<file path="src/rtl/xy2_100_rx.sv">
// XY2-100 galvo command receiver: oversampling, deframing, validation,
// link-health monitoring and frame/error counters.
module xy2_100_rx #(
    parameter int SYNC_STAGES    = 2,
    parameter int TIMEOUT_CYCLES = 82000,
    parameter int CNT_W          = 16
) (
    input  logic             clk_in,
    input  logic             cnt_rstn,
    input  logic             xy_clk,
    input  logic             xy_sync,
    input  logic             xy_x,
    input  logic             xy_y,
    input  logic             clr_err,
    output logic [15:0]      x_pos,
    output logic [15:0]      y_pos,
    output logic             x_valid,
    output logic             y_valid,
    output logic             link_lost,
    output logic             err_sticky,
    output logic             xy_status,
    output logic [CNT_W-1:0] frame_cnt,
    output logic [CNT_W-1:0] frame_err_cnt
);

    localparam int TW = $clog2(TIMEOUT_CYCLES + 1);
    localparam logic [TW-1:0] T_MAX = TW'(TIMEOUT_CYCLES);

    typedef enum logic [1:0] {
        IDLE,
        SHIFT,
        CHECK
    } state_t;

    state_t state, state_nx;

    logic [SYNC_STAGES-1:0] clk_sy, sync_sy, x_sy, y_sy;
    logic                   clk_hist;
    logic                   sample;
    logic                   s_sync, s_x, s_y;

    logic [19:0] x_sr, y_sr;
    logic [4:0]  bitcnt;
    logic [TW-1:0] tcnt;

    logic len_ok, x_good, y_good, is_check, frame_ok, frame_bad;

    // Synchronize all four asynchronous inputs; keep one history flop on xy_clk
    always_ff @(posedge clk_in or negedge cnt_rstn) begin
        if (!cnt_rstn) begin
            clk_sy   <= '0;
            sync_sy  <= '0;
            x_sy     <= '0;
            y_sy     <= '0;
            clk_hist <= 1'b0;
        end else begin
            clk_sy   <= {clk_sy[SYNC_STAGES-2:0], xy_clk};
            sync_sy  <= {sync_sy[SYNC_STAGES-2:0], xy_sync};
            x_sy     <= {x_sy[SYNC_STAGES-2:0], xy_x};
            y_sy     <= {y_sy[SYNC_STAGES-2:0], xy_y};
            clk_hist <= clk_sy[SYNC_STAGES-1];
        end
    end

    assign s_sync = sync_sy[SYNC_STAGES-1];
    assign s_x    = x_sy[SYNC_STAGES-1];
    assign s_y    = y_sy[SYNC_STAGES-1];
    assign sample = clk_hist & ~clk_sy[SYNC_STAGES-1];

    // FSM state register
    always_ff @(posedge clk_in or negedge cnt_rstn) begin
        if (!cnt_rstn) state <= IDLE;
        else           state <= state_nx;
    end

    // FSM next-state logic
    always_comb begin
        state_nx = state;
        unique case (state)
            IDLE:  if (sample && s_sync) state_nx = SHIFT;
            SHIFT: if (sample && !s_sync) state_nx = CHECK;
            CHECK: state_nx = IDLE;
            default: state_nx = IDLE;
        endcase
    end

    // Shift registers and bit counter; parity bit is shifted but not counted
    always_ff @(posedge clk_in or negedge cnt_rstn) begin
        if (!cnt_rstn) begin
            x_sr   <= '0;
            y_sr   <= '0;
            bitcnt <= '0;
        end else if (sample) begin
            if (state == IDLE) begin
                if (s_sync) begin
                    x_sr   <= {19'b0, s_x};
                    y_sr   <= {19'b0, s_y};
                    bitcnt <= 5'd1;
                end
            end else if (state == SHIFT) begin
                x_sr <= {x_sr[18:0], s_x};
                y_sr <= {y_sr[18:0], s_y};
                if (s_sync && bitcnt != 5'd20) bitcnt <= bitcnt + 5'd1;
            end
        end
    end

    assign is_check  = (state == CHECK);
    assign len_ok    = (bitcnt == 5'd19);
    assign x_good    = len_ok && (x_sr[19:17] == 3'b001) && !(^x_sr);
    assign y_good    = len_ok && (y_sr[19:17] == 3'b001) && !(^y_sr);
    assign frame_ok  = x_good && y_good;
    assign frame_bad = is_check && !frame_ok;

    // Per-channel position update and valid pulse, one cycle after CHECK
    always_ff @(posedge clk_in or negedge cnt_rstn) begin
        if (!cnt_rstn) begin
            x_pos   <= 16'h8000;
            y_pos   <= 16'h8000;
            x_valid <= 1'b0;
            y_valid <= 1'b0;
        end else begin
            x_valid <= is_check && x_good;
            y_valid <= is_check && y_good;
            if (is_check && x_good) x_pos <= x_sr[16:1];
            if (is_check && y_good) y_pos <= y_sr[16:1];
        end
    end

    // Accepted-frame counter (wraps) and error tracking; error beats clr_err
    always_ff @(posedge clk_in or negedge cnt_rstn) begin
        if (!cnt_rstn) begin
            frame_cnt     <= '0;
            frame_err_cnt <= '0;
            err_sticky    <= 1'b0;
        end else begin
            if (is_check && frame_ok) frame_cnt <= frame_cnt + 1'b1;
            if (frame_bad) begin
                err_sticky <= 1'b1;
                if (clr_err)
                    frame_err_cnt <= CNT_W'(1);
                else if (frame_err_cnt != '1)
                    frame_err_cnt <= frame_err_cnt + 1'b1;
            end else if (clr_err) begin
                err_sticky    <= 1'b0;
                frame_err_cnt <= '0;
            end
        end
    end

    // Link timeout: starts saturated so the link reads lost until a frame lands
    always_ff @(posedge clk_in or negedge cnt_rstn) begin
        if (!cnt_rstn)                tcnt <= T_MAX;
        else if (is_check && frame_ok) tcnt <= '0;
        else if (tcnt != T_MAX)       tcnt <= tcnt + 1'b1;
    end

    assign link_lost = (tcnt == T_MAX);

    // Registered status pin
    always_ff @(posedge clk_in or negedge cnt_rstn) begin
        if (!cnt_rstn) xy_status <= 1'b1;
        else           xy_status <= link_lost | err_sticky;
    end

endmodule

</file>
<file path="config.mk">
export PLATFORM = sky130hd
export DESIGN_NAME = xy2_100_rx
export DESIGN_NICKNAME = d
export VERILOG_FILES = /design/src/rtl/xy2_100_rx.sv
export SDC_FILE = /design/constraint.sdc
export NUM_CORES = 1
export LEC_CHECK = 0
export ABC_AREA = 1
export CAP_MARGIN = 20
export CORE_ASPECT_RATIO = 0.75
export CORE_UTILIZATION = 40
export CTS_BUF_LIST = sky130_fd_sc_hd__clkbuf_4 sky130_fd_sc_hd__clkbuf_8 sky130_fd_sc_hd__clkbuf_16
export CTS_CLUSTER_SIZE = 25
export DETAILED_ROUTE_END_ITERATION = 12
export DONT_BUFFER_PORTS = 1
export PLACE_DENSITY = 0.58
export REMOVE_ABC_BUFFERS = 1
export SETUP_SLACK_MARGIN = 0.3
export SYNTH_ARGS = -nofsm -noshare
export SYNTH_HDL_FRONTEND = slang
export SYNTH_SLANG_ARGS = --single-unit
</file>
<file path="constraint.sdc">
create_clock -name clk_in -period 3.25 [get_ports clk_in]
set_input_delay 0.8125 -clock clk_in [delete_from_list [all_inputs] [get_ports clk_in]]
set_output_delay 0.8125 -clock clk_in [all_outputs]
set_load 0.02 [all_outputs]
</file>
==> reports/qor.yml, run 1 <==
run_status:
  status: "completed"
floorplan:
  rows: 41
  tap-cell-count: 236
  dieArea_um2: 18200
  chipWidth_um: 156
  pin_count: 76
  core_area_um2: 17000
  initCoreUtil_pct: 41.5
  die_h_um: 117
setup_path:
  max_stage_delay_ps: 540
  startpoint: "frame_err_cnt[0]$_DFFE_PN0P_"
  critPathMaxFanout: 10
  crit_slowest_cell: "dfrtp_1"
  setup.worst_path.class: "reg -> reg"
  path_cells: "ha_1 > nand3_1 > nor2_1 > nand2_1 > nor2_2 > nand4_1 > nor2_1 > nand3_1 > nand2_1 > clkinv_1 > nand3b_1 > nand2_1"
  cp_common_cell: "nand2_1"
  rrSetupSlack_ps: 710
  end_kind: "flop"
  ff2ff_path_depth: 12
  r2r_start: "frame_err_cnt[0]$_DFFE_PN0P_"
  r2r_end: "frame_err_cnt[11]$_DFFE_PN0P_"
  cp-start-kind: "flop"
  cp.required_ps: 3550
  endpoint: "frame_err_cnt[11]$_DFFE_PN0P_"
  arrival_ps: 2840
sta:
  finalSetupViolations: 0
  tns_ps: 0
  tightest_slew_ps: 787
  finalHoldViolCount: 0
  finClkSkew_ps: 11.1
  finalClockPeriodUsage_pct: 78.2
  max_freq_ghz: 0.394
  slew_viol_final: 0
  maxSlewHeadroom_pct: 47.5
  rsz0062_at_grt: "no"
  layout_min_cycle_time_ps: 2540
yosys:
  ys_area_um2: 7070
  synth.avg_cell_area_um2: 7.92
  ys_types: 36
  ys_warn_count: 0
  synthTopCellsByArea: "dfrtp_1 47%, nand2_1 15%, nand3_1 6.1%, o21ai_0 5.4%, inv_1 5.2%"
  synth-seq-cells: 141
  top_area_share_pct: 47.4
  netlist_instances: 893
  synthesis.area_um2: 7070
  synth_stat.cells: 893
  ys_seq_share_pct: 50.0
cells_and_area:
  inv_count: 103
  n_antenna_cell: 0
  drive_above_1_share_pct: 6.95
  buf_share_pct: 0.662
  clk_share_pct: 7.94
  seq_area_share_pct: 44.5
  n_all_buffers: 7
  final_nets: 907
  mi_logic_area_um2: 3040
  final_core_util_pct: 46.6
  clockBufferCount: 21
  final_cell_mix: "281 x nand2_1, 134 x dfrtp_1, 98 x inv_1"
  syn_to_final_growth_pct: 12.3
  comb_cells: 624
  sh_comb_area_pct: 38.3
  ff_count: 141
  lay_top_count: "nand2_1"
  flop_area_um2: 3540
  reg.largest.list: "x_sr: 20 flops, y_sr: 20 flops, tcnt: 17 flops"
global_routing:
  busiest_layer: "met1"
  first_global_vias: 5011
  use_met1_pct: 26.5
  grt.total_usage_pct: 18.0
  grt_max_degree: 142
  antenna_found_initial: 0
  grt-ovfl-total: 0
  grt_pass1_wl_um: 25600
  met3_usage_pct: 4.90
clock_network:
  h-tree-depth: 4
  clock-sinks: 141
  cts_root_buf: "clkbuf_16"
  cts_tree: "built"
  post_cts_buffers: 0
  numCtsBuffers: 17
  clk_pin_slew_ps: 60
  postCtsResizedCells: 0
  clockBufferDepth: 2
  clk_latency_ps: 420
  postCtsHoldBufs: 0
detailed_routing:
  wl_per_cell_um: 13.2
  wl_met1_um: 7960
  met2_length_um: 6220
  drc_errors: 0
  viasPerCell: 4.75
  ant_nets: 0
  drt_iter0_drc: 475
  dr_wl_met3_um: 755
  firstDrtPassIters: 5
  highest_layer: "met4"
hold_path:
  min_path_type: "in -> async"
power_and_ir_drop:
  pwr-share-comb_pct: 4.9
  p_sw_share_pct: 22.5
  p_leak_nw: 3.80
  p_int_w: 0.00318
  clockPowerShare_pct: 50.7
  power_switching_w: 0.000924
  vdd_drop_max_mv: 0.301
  pwr-share-seq_pct: 44.3
  powerDensity_nw_per_um2: 517
placed_design:
  portBuffers: 0
  dp_hpwl_um: 10300
  gp_congestion: 0.824
job:
  cap_violations: 0
  warnings: 29
==> run 1: power by group through the flow <==
stage / Combinational (W) / Clock (W) / Sequential, W
6_report: 0.000203 / 0.00208 / 0.00182
5_1_grt: 0.000241 / 0.00220 / 0.00182
4_1_cts: 0.000205 / 0.00213 / 0.00182
3_5_place_dp: 0.000203 / 0 / 0.00185
3_3_place_gp: 0.000202 / 0 / 0.00185
2_1_floorplan: 0.000149 / 0 / 0.00184
==> run 1: through the flow <==
stage                     total power, W  worst slack [ps]  hold slack (ps)  instance area (um^2)  cells
final                            0.00410               709             86.5                  7940   1143
after floorplan                  0.00199              1.98              331                  6960    868
after CTS                        0.00415               702             67.7                  7940   1143
after detailed placement         0.00205               720              336                  7310   1111
after global routing             0.00426               407             63.5                  7940   1143
after global placement           0.00205               837              332                  7310   1111
==> run 1: cell usage after synthesis (all sizes together) <==
cell / instances
xnor2: 10
o31ai: 6
dfstp: 7
dfrtp: 134
or2: 2
clkinv: 3
ha: 6
inv: 100
xor2: 29
a21oi: 9
nor4: 9
nor2: 63
o21ai: 78
clkbuf: 19
nand3: 88
a31oi: 1
nor3b: 5
o22ai: 3
a31o: 1
buf: 6
nand2: 284
nand3b: 5
nor3: 16
nand4: 9
==> run 1: worst max-delay path, delay by kind of cell, from the launching register on <==
kind / cells / cell delay, ps
fa+ha+maj: 1 / 240
buf+inv: 1 / 300
flops: 1 / 540
simple gates: 10 / 1340
==> run 1: kinds of logic after synthesis <==
family	after synthesis	synth area share, %
compound gates	98	7.27
fa+ha+maj	6	1.06
buf+inv	128	7.01
flops	141	50.0
simple gates	481	29.8
xor+xnor	39	4.83
**Run 1: sizing map**

Drawn at 3 px/um.
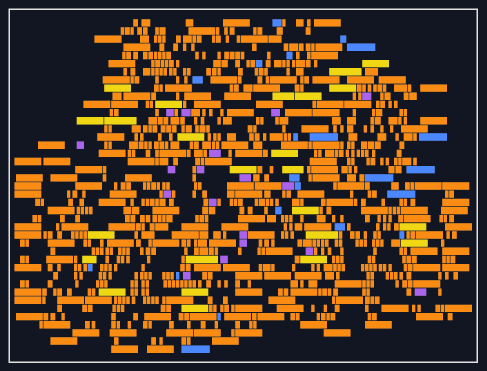
_0 and _1 cells -> orange  # cells 844, share 93%
_6 and larger -> yellow  # cells 24, share 2.6%
_2 cells -> blue  # cells 21, share 2.3%
_3 and _4 cells -> purple  # cells 18, share 2.0%

**Run 1: M2 wires**

Drawn at 2 px/um.
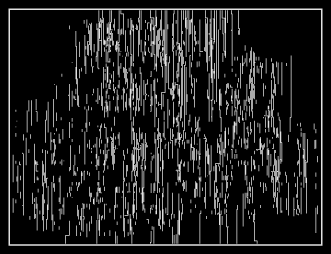
longest straight run = 45.7 um
wire length on this layer = 6220 um
main direction = vertical
global routing usage on met2: 25.0%
routed via count: 5431
WL final: 15100 um

**Run 1: layout detail**

Window x 65 to 90, y 46 to 71 um. Cells in grey, sequential cells in the stronger grey; small squares are vias.
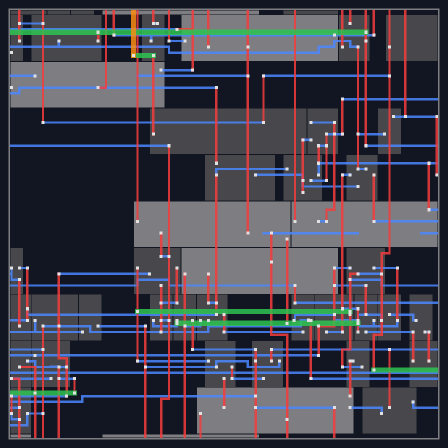
metal 2 -> red
metal 3 -> green
metal 4 -> orange
metal 1 -> blue
sequential cells in the window = 6
netlist names of flops here include = `y_sr` (3), `frame_cnt` (2)
most frequent = nand2_1 (6), dfrtp_1 (6)
cells with their middle in the window = 37

**Run 1: congestion heat map**

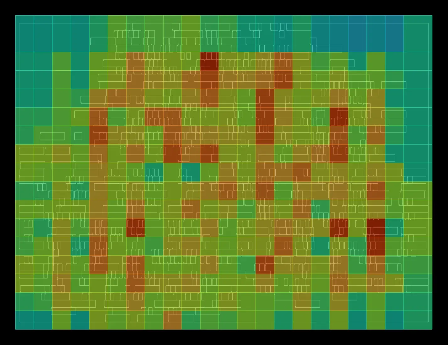

==> run 1 -> run 2 <==
Clock period 3.25 ns to 2.6 ns, I/O delays scaled along.
**Run 2: congestion heat map**

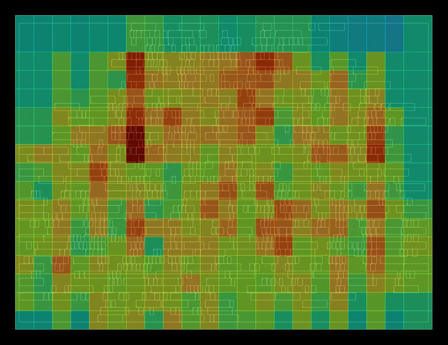
Routed WL per cell: 13.4 um
fin util: 47.7%
Total GRT Usage: 18.1%
grt met1 use: 26.0%

**Run 2: layout detail**

Window x 65 to 90, y 46 to 71 um. Cells in grey, sequential cells in the stronger grey; small squares are vias.
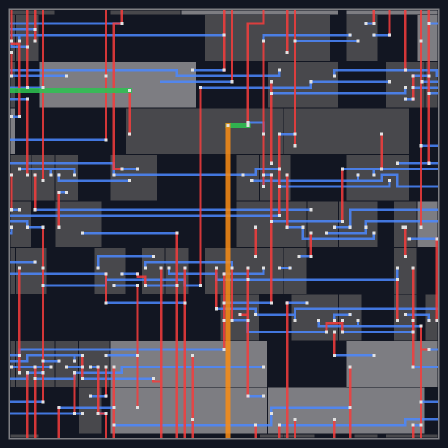
metal 1 -> blue
metal 2 -> red
metal 3 -> green
metal 4 -> orange
most frequent = nand2_1 (10), dfrtp_1 (5)
cells with their middle in the window = 40
sequential cells in the window = 5
netlist names of flops here include = `y_sr` (3)

==> reports/qor.yml, run 2 <==
cells_and_area:
  mi_logic_area_um2: 3080
  reg.largest.list: "x_sr: 20 flops, y_sr: 20 flops, tcnt: 17 flops"
  drive_above_1_share_pct: 9.99
  lay_top_count: "nand2_1"
  final_cell_mix: "279 x nand2_1, 131 x dfrtp_1, 97 x inv_1"
  final_nets: 921
  flop_area_um2: 3540
  n_antenna_cell: 0
global_routing:
  met3_usage_pct: 5.12
  busiest_layer: "met2"
  grt-ovfl-total: 0
  antenna_found_initial: 0
  use_met2_pct: 26.6
  first_global_vias: 5167
  grt_pass1_wl_um: 26000
  grt_max_degree: 142
sta:
  finalClockPeriodUsage_pct: 85.1
  finalSetupViolations: 0
  hold_slack_ps: -70.9
  rsz0062_at_grt: "yes"
  slew_viol_final: 0
  max_freq_ghz: 0.452
  tightest_slew_ps: 607
  maxSlewHeadroom_pct: 59.5
  layout_min_cycle_time_ps: 2210
  finClkSkew_ps: 10.9
  finalHoldViolCount: 134
setup_path:
  critPathMaxFanout: 5
  max_stage_delay_ps: 570
  cp.required_ps: 1950
  crit_slowest_cell: "dfstp_2"
  end_kind: "primary output"
  setup.worst_path.class: "reg -> out"
  ff2ff_path_depth: 14
  path_cells: "nand3_1 > nor4_2 > nand2_2 > clkinv_4"
  cp-start-kind: "flop"
  arrival_ps: 1560
detailed_routing:
  ant_nets: 0
  drt_iter0_drc: 457
  viasPerCell: 4.88
  routed_wl_um: 15500
  dr_wl_met3_um: 779
  met2_length_um: 6620
  highest_layer: "met4"
  wl_met1_um: 8050
  firstDrtPassIters: 5
  num_vias: 5651
  drc_errors: 0
yosys:
  ff_type: "dfrtp_1"
  common_cells: "281 x nand2_1, 134 x dfrtp_1, 98 x inv_1"
  ys_seq_share_pct: 50.0
  fa_ha_area_share_pct: 1.06
  synthArstFlopShare_pct: 100
  ys_warn_count: 0
  ys_area_um2: 7070
  synthTopCellsByArea: "dfrtp_1 47%, nand2_1 15%, nand3_1 6.1%, o21ai_0 5.4%, inv_1 5.2%"
  synth_stat.cells: 893
  synthesis.area_um2: 7070
  netlist_instances: 893
  top_area_share_pct: 47.4
  post-synth-top-count-cell: "nand2_1"
  synth-seq-cells: 141
  edf_count: 0
  aoi_share_pct: 7.27
  logic_family: "simple AND/OR/NAND/NOR gates"
  mux_share_pct: 0
  ys_types: 36
  xor_area_share_pct: 4.83
  simple_gate_share_pct: 29.8
  synth.avg_cell_area_um2: 7.92
floorplan:
  chipWidth_um: 156
  die_h_um: 117
  initCoreUtil_pct: 41.5
  pin_count: 76
  core_area_um2: 17000
  dieArea_um2: 18200
  rows: 41
clock_network:
  numCtsBuffers: 17
  clk_latency_ps: 420
  clock-sinks: 141
  clockBufferDepth: 2
  clk_pin_slew_ps: 60
  cts_root_buf: "clkbuf_16"
  h-tree-depth: 4
  cts_tree: "built"
placed_design:
  dpl_cell_area_um2: 7380
  dp_hpwl_um: 10600
  portBuffers: 0
  gp_congestion: 0.793
power_and_ir_drop:
  powerDensity_nw_per_um2: 628
  pg_comb_w: 0.000272
  p_leak_nw: 3.87
  p_clk_w: 0.00256
  power_switching_w: 0.00112
  clockPowerShare_pct: 50.2
  p_int_w: 0.00398
  largestPowerGroup: "the clock network"
  vdd_drop_max_mv: 0.410
  powerSeq_w: 0.00227
  pwr-share-seq_pct: 44.5
  p_sw_share_pct: 21.9
  report.power.total_w: 0.00510
  pwr-share-comb_pct: 5.3
run_status:
  status: "complete, but fails checks"
  violations: "hold timing"
job:
  warnings: 33
  cap_violations: 0
hold_path:
  min_path_type: "in -> async"
**Run 2: sizing map**

Drawn at 3 px/um.
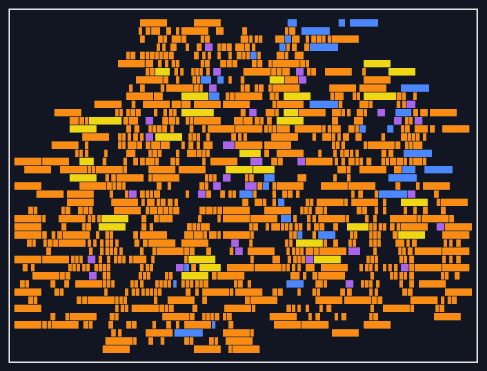
_3 and _4 cells -> purple  # cells 31, share 3.4%
_6 and larger -> yellow  # cells 28, share 3.0%
_0 and _1 cells -> orange  # cells 829, share 90%
_2 cells -> blue  # cells 33, share 3.6%
setup ws final: 388 ps
area growth from synthesis to layout: 14.9%
cell area after layout: 8120 um^2
Buffers, non-clock: 20

## run 2: cells by family after synthesis
logic type	count (synthesis)
compound gates	98
xor+xnor	39
fa+ha+maj	6
buf+inv	128
flops	141
simple gates	481
## run 2: area by class of cell
cell class	count	share of cell area (%)
clock buffers	26	6.38
clock inverters	6	1.32
inverters	103	4.87
multi-input cells	624	38.0
flip-flops and latches	141	43.6
well taps	236	3.63
repair buffers	20	2.16
repair inverters	1	0.0924
## run 2: metrics by stage
step | util [%] | worst slack, ps | TNS [ps] | hold slack [ps] | std cells
floorplan | - | -648 | -19990 | 331 | 868
global placement | 43.3 | 373 | 0 | 333 | 1118
detailed placement | 43.3 | 296 | 0 | 335 | 1118
CTS | 47.0 | 293 | 0 | -91.1 | 1150
global route | 47.7 | 257 | 0 | -100 | 1157
finish | 47.7 | 388 | 0 | -70.9 | 1157
## run 2: what timing repair did
action | in CTS | in global routing
gates cloned | 0 | 1
endpoints found under the hold margin | 134 | 134
pin swaps | 0 | 5
gates resized | 2 | 16
setup buffers | 0 | 6
endpoints found under the setup margin | 4 | 54
## run 2: worst paths after layout
check / to / start / slack, ps
setup / recovery: link_lost / tcnt[6]$_DFFE_PN1P_ / 390
hold / removal: y_pos[8]$_DFFE_PN0P_ / cnt_rstn / -70
setup reg to reg: frame_err_cnt[5]$_DFFE_PN0P_ / x_sr[6]$_DFFE_PN0P_ / 470
hold reg to reg: x_sy[1]$_DFF_PN0_ / x_sy[0]$_DFF_PN0_ / 340
max in group asynchronous: xy_status$_DFF_PN1_ / cnt_rstn / 2430
min in group clk_in: y_sy[0]$_DFF_PN0_ / xy_y / 260
## run 2: critical path, delay by kind of cell (launching register included)
family        cells  cell delay [ps]
simple gates      3              460
buf+inv           1              110
flops             1              570
No activity file was given, so power comes from the tool's default toggle rates.
